`config.mk`:
```
export PLATFORM = sky130hd
export DESIGN_NAME = addsub_arbiter
export DESIGN_NICKNAME = d
export VERILOG_FILES = /design/src/rtl/addsub_arb_pkg.sv /design/src/rtl/add_sub.sv /design/src/rtl/rr_arbiter.sv /design/src/rtl/addsub_arbiter.sv
export SDC_FILE = /design/constraint.sdc
export NUM_CORES = 1
export LEC_CHECK = 0
export CAP_MARGIN = 5
export CORE_ASPECT_RATIO = 0.6
export CORE_MARGIN = 2
export CORE_UTILIZATION = 38
export DETAILED_ROUTE_END_ITERATION = 10
export GPL_TIMING_DRIVEN = 0
export PLACE_DENSITY = 0.86
export SLEW_MARGIN = 20
export SYNTH_ARGS = -nofsm -noshare
export SYNTH_HDL_FRONTEND = slang
export SYNTH_SLANG_ARGS = --single-unit
```
`constraint.sdc`:
```
create_clock -name clk -period 2.8 [get_ports clk]
set_clock_uncertainty 0.1 [all_clocks]
set_input_delay 0.56 -clock clk [delete_from_list [all_inputs] [get_ports clk]]
set_output_delay 0.56 -clock clk [all_outputs]
set_load 0.02 [all_outputs]
```
`src/rtl/addsub_arb_pkg.sv`:
```
// rtl/addsub_arb_pkg.sv - shared types and constants for the add/sub arbiter
package addsub_arb_pkg;

  // Controller sequence: accept a request, drive the datapath once, present the result
  typedef enum logic [1:0] {
    IDLE = 2'd0,
    EXEC = 2'd1,
    RESP = 2'd2
  } state_t;

  localparam logic OP_ADD = 1'b0;
  localparam logic OP_SUB = 1'b1;

  localparam int DEF_WIDTH = 16;
  localparam int DEF_N_REQ = 4;

endpackage

```
`src/rtl/add_sub.sv`:
```
// rtl/add_sub.sv - shared add/subtract unit (sel=0 A+B, sel=1 A-B) with carry and signed overflow
module add_sub
  import addsub_arb_pkg::*;
#(
  parameter int WIDTH = DEF_WIDTH
) (
  input  logic [WIDTH-1:0] i_a,
  input  logic [WIDTH-1:0] i_b,
  input  logic             i_sel,
  output logic [WIDTH-1:0] o_sum,
  output logic             o_cout,
  output logic             o_ovf
);

  logic [WIDTH-1:0] w_b_eff;
  logic [WIDTH:0]   w_full;

  // Subtract is A + ~B + 1, so carry-out of 1 means no borrow
  always_comb begin
    w_b_eff = (i_sel == OP_SUB) ? ~i_b : i_b;
    w_full  = {1'b0, i_a} + {1'b0, w_b_eff} + {{WIDTH{1'b0}}, i_sel};
    o_sum   = w_full[WIDTH-1:0];
    o_cout  = w_full[WIDTH];
    o_ovf   = (i_a[WIDTH-1] == w_b_eff[WIDTH-1]) && (o_sum[WIDTH-1] != i_a[WIDTH-1]);
  end

endmodule

```
`src/rtl/rr_arbiter.sv`:
```
// rtl/rr_arbiter.sv - combinational round-robin pick starting just after the pointer
module rr_arbiter #(
  parameter int N     = 4,
  parameter int IDX_W = $clog2(N)
) (
  input  logic [N-1:0]     i_req,
  input  logic [IDX_W-1:0] i_ptr,
  output logic [N-1:0]     o_gnt,
  output logic [IDX_W-1:0] o_idx,
  output logic             o_any
);

  // Scan ptr+1 .. ptr+N (mod N); the first active request wins
  always_comb begin
    logic v_found;
    o_gnt   = '0;
    o_idx   = '0;
    v_found = 1'b0;
    for (int k = 1; k <= N; k++) begin
      for (int p = 0; p < N; p++) begin
        if (!v_found && i_req[p] && (p == ((int'(i_ptr) + k) % N))) begin
          o_gnt[p] = 1'b1;
          o_idx    = IDX_W'(p);
          v_found  = 1'b1;
        end
      end
    end
  end

  assign o_any = |i_req;

endmodule

```
`src/rtl/addsub_arbiter.sv`:
```
// rtl/addsub_arbiter.sv - round-robin sharing of one add_sub unit; ADDSUB_ARB_SAT_EN enables result saturation
module addsub_arbiter
  import addsub_arb_pkg::*;
#(
  parameter int N_REQ = DEF_N_REQ,
  parameter int WIDTH = DEF_WIDTH,
  parameter int ID_W  = $clog2(N_REQ)
) (
  input  logic               clk,
  input  logic               rst,
  input  logic [N_REQ-1:0]   req_valid,
  output logic [N_REQ-1:0]   req_ready,
  input  logic [N_REQ*WIDTH-1:0] req_a,
  input  logic [N_REQ*WIDTH-1:0] req_b,
  input  logic [N_REQ-1:0]   req_sel,
  output logic               resp_valid,
  input  logic               resp_ready,
  output logic [ID_W-1:0]    resp_id,
  output logic [WIDTH-1:0]   resp_sum,
  output logic               resp_cout,
  output logic               resp_ovf
);

  state_t           r_state;
  state_t           w_next;

  logic [ID_W-1:0]  r_ptr;
  logic [ID_W-1:0]  r_id;
  logic [WIDTH-1:0] r_a;
  logic [WIDTH-1:0] r_b;
  logic             r_sel;

  logic [ID_W-1:0]  r_resp_id;
  logic [WIDTH-1:0] r_sum;
  logic             r_cout;
  logic             r_ovf;

  logic [N_REQ-1:0] w_gnt;
  logic [ID_W-1:0]  w_gidx;
  logic             w_any;
  logic             w_accept;

  logic [WIDTH-1:0] w_a;
  logic [WIDTH-1:0] w_b;
  logic             w_sel;

  logic [WIDTH-1:0] w_au_sum;
  logic             w_au_cout;
  logic             w_au_ovf;
  logic [WIDTH-1:0] w_res_sum;

  rr_arbiter #(
    .N     (N_REQ),
    .IDX_W (ID_W)
  ) u_rr (
    .i_req (req_valid),
    .i_ptr (r_ptr),
    .o_gnt (w_gnt),
    .o_idx (w_gidx),
    .o_any (w_any)
  );

  // Select the granted requester's operands from the packed buses
  always_comb begin
    w_a   = '0;
    w_b   = '0;
    w_sel = OP_ADD;
    for (int i = 0; i < N_REQ; i++) begin
      if (w_gnt[i]) begin
        w_a   = req_a[i*WIDTH +: WIDTH];
        w_b   = req_b[i*WIDTH +: WIDTH];
        w_sel = req_sel[i];
      end
    end
  end

  add_sub #(
    .WIDTH (WIDTH)
  ) u_add_sub (
    .i_a    (r_a),
    .i_b    (r_b),
    .i_sel  (r_sel),
    .o_sum  (w_au_sum),
    .o_cout (w_au_cout),
    .o_ovf  (w_au_ovf)
  );

`ifdef ADDSUB_ARB_SAT_EN
  // Clamp on overflow; the sign of A tells which way the result overflowed
  always_comb begin
    w_res_sum = w_au_sum;
    if (w_au_ovf) begin
      w_res_sum = r_a[WIDTH-1] ? {1'b1, {(WIDTH-1){1'b0}}} : {1'b0, {(WIDTH-1){1'b1}}};
    end
  end
`else
  assign w_res_sum = w_au_sum;
`endif

  // Next state and grant pulse; grants are only offered while idle
  always_comb begin
    w_next    = r_state;
    req_ready = '0;
    unique case (r_state)
      IDLE: begin
        if (w_any) begin
          req_ready = w_gnt;
          w_next    = EXEC;
        end
      end
      EXEC: w_next = RESP;
      RESP: begin
        if (resp_ready) begin
          w_next = IDLE;
        end
      end
      default: w_next = IDLE;
    endcase
  end

  assign w_accept = (r_state == IDLE) && w_any;

  // State register
  always_ff @(posedge clk) begin
    if (rst) begin
      r_state <= IDLE;
    end else begin
      r_state <= w_next;
    end
  end

  // Operand latch at grant, pointer update, and result capture after the execute cycle
  always_ff @(posedge clk) begin
    if (rst) begin
      r_ptr     <= ID_W'(N_REQ - 1);
      r_id      <= '0;
      r_a       <= '0;
      r_b       <= '0;
      r_sel     <= OP_ADD;
      r_resp_id <= '0;
      r_sum     <= '0;
      r_cout    <= 1'b0;
      r_ovf     <= 1'b0;
    end else begin
      if (w_accept) begin
        r_a   <= w_a;
        r_b   <= w_b;
        r_sel <= w_sel;
        r_id  <= w_gidx;
        r_ptr <= w_gidx;
      end
      if (r_state == EXEC) begin
        r_resp_id <= r_id;
        r_sum     <= w_res_sum;
        r_cout    <= w_au_cout;
        r_ovf     <= w_au_ovf;
      end
    end
  end

  assign resp_valid = (r_state == RESP);
  assign resp_id    = r_resp_id;
  assign resp_sum   = r_sum;
  assign resp_cout  = r_cout;
  assign resp_ovf   = r_ovf;

endmodule

```
==> images/cell_density.png <==
13 x 8 tiles, from white (low) to dark blue (high), 0 to 100% covered.
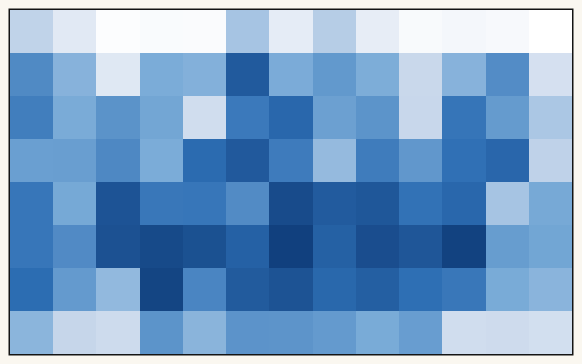
The mean over all tiles is 54%. The emptiest ninth of the die: top right. The fullest tile reaches 94%. 1.9% of the tiles are nearly empty. 24% of the tiles are over 75% full.

==> images/detail.png <==
Window x 88 to 108, y 50 to 70 µm. Cells in grey, sequential cells in the stronger grey; small squares are vias.
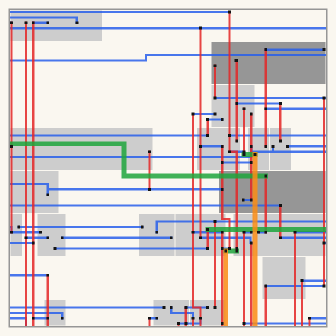
Orange shows metal 4. Blue shows metal 1. Green shows metal 3. Red shows metal 2.
17 logic cells have their middle in the window. Netlist names of flops here include resp_sum (2). Most frequent: nor2_1 (3). Sequential cells in the window: 2.

==> summary.txt <==
status = completed
r2r setup slk = 0.16 ns
Reg2Reg Depth = 9
worst-margin pin slew = 0.635 ns
Filler cells = 770
Tmin final = 2.68 ns
max cap viols = 0
share of the yosys chip area belonging to registers = 32.0%
CP Launch Type = primary input
Antenna diodes = 0
yosys warns = 0
Synth-to-Final Area Change = 58.9%
most frequent cells in the layout = clkdlybuf4s50_1 (155), dfxtp_1 (59), nor2_1 (49)
number of synthesized flops with an enable pin = 0
Hold Path Class = reg -> reg
WP data required = 2.14 ns
Final Max Tran Viols = 0
Sw Share = 35.6%
Hold Vio Cnt, Final = 0
Core Rows = 27
worst vdd ir = 0.375 mV
worst min-delay path, cell delays in order, from the launching register on:
cell and delay (ns):
dfxtp_1 0.31, nand2_1 0.05, a21oi_1 0.05
stage by stage:
step,worst slack [ns],instances,util [%],power [µW]
finish,0.117,743,63.1,3920
global route,0.00503,743,63.1,4120
CTS,0.171,743,63.1,3900
detailed placement,-1.04,727,59.0,2690
global placement,-0.821,727,59.0,2650
floorplan,0.139,434,-,2090
registers in the layout (all words and copies together), names as in the netlist:
name       count
r_a           16
r_b           16
r_id           2
r_ptr          2
r_sel          1
r_state        2
resp_cout      1
resp_id        2
resp_ovf       1
resp_sum      16
logic make-up after synthesis:
logic type               after synthesis  share of synthesized area (%)
AND/OR/NAND/NOR                      157                           21.2
AND-OR/OR-AND                        136                           30.4
flip-flops                            59                           32.0
buffers and inverters                 42                           4.85
XOR/XNOR                              22                           5.22
adder cells (fa/ha/maj)               16                           5.63
multiplexers                           2                          0.678
metal layers:
| metal | vias up | share of wire (%) | track usage [%] |
|---|---|---|---|
| met5 | - | 0 | 0 |
| met4 | 0 | 2.4 | 9.67 |
| met3 | 34 | 8.6 | 7.32 |
| met2 | 255 | 45 | 45.5 |
| met1 | 2031 | 44 | 33.2 |
| li1 | 2033 | - | - |
what timing repair did:
action                                  in CTS  in global routing
gates resized                               29                  1
hold endpoints to repair                     0                  0
endpoints found under the setup margin       7                  1
pin swaps                                    2                  0
buffers inserted                             3                  0
area by class of cell:
type / instances / area [µm²] / area share, %
repair buffers: 166 / 1640 / 28.0
clock buffers: 10 / 229 / 3.91
inverters: 4 / 15.0 / 0.256
clock inverters: 6 / 88.8 / 1.52
well taps: 130 / 163 / 2.77
multi-input cells: 333 / 2360 / 40.3
flip-flops and latches: 59 / 1180 / 20.1
plain buffers: 35 / 179 / 3.05
power groups by stage:
stage / clock network, µW / registers [µW] / logic (µW)
floorplan: 0 / 1120 / 966
global placement: 0 / 1080 / 1570
detailed placement: 0 / 1090 / 1600
CTS: 1190 / 1070 / 1640
global route: 1230 / 1090 / 1800
finish: 1180 / 1080 / 1660
worst min path at each step:
stage / endpoint / startpoint / slack, ns / depth (start not counted)
3_5_place_dp: resp_id[0] / r_id[0] / 0.35 / 2
5_1_grt: resp_id[1] / resp_id[1] / 0.38 / 2
2_1_floorplan: resp_id[0] / r_id[0] / 0.33 / 2
6_report: resp_sum[4] / resp_sum[4] / 0.36 / 2
3_3_place_gp: resp_id[1] / r_id[1] / 0.34 / 2
4_1_cts: resp_sum[4] / resp_sum[4] / 0.36 / 2
No activity file was given, so power comes from the tool's default toggle rates.
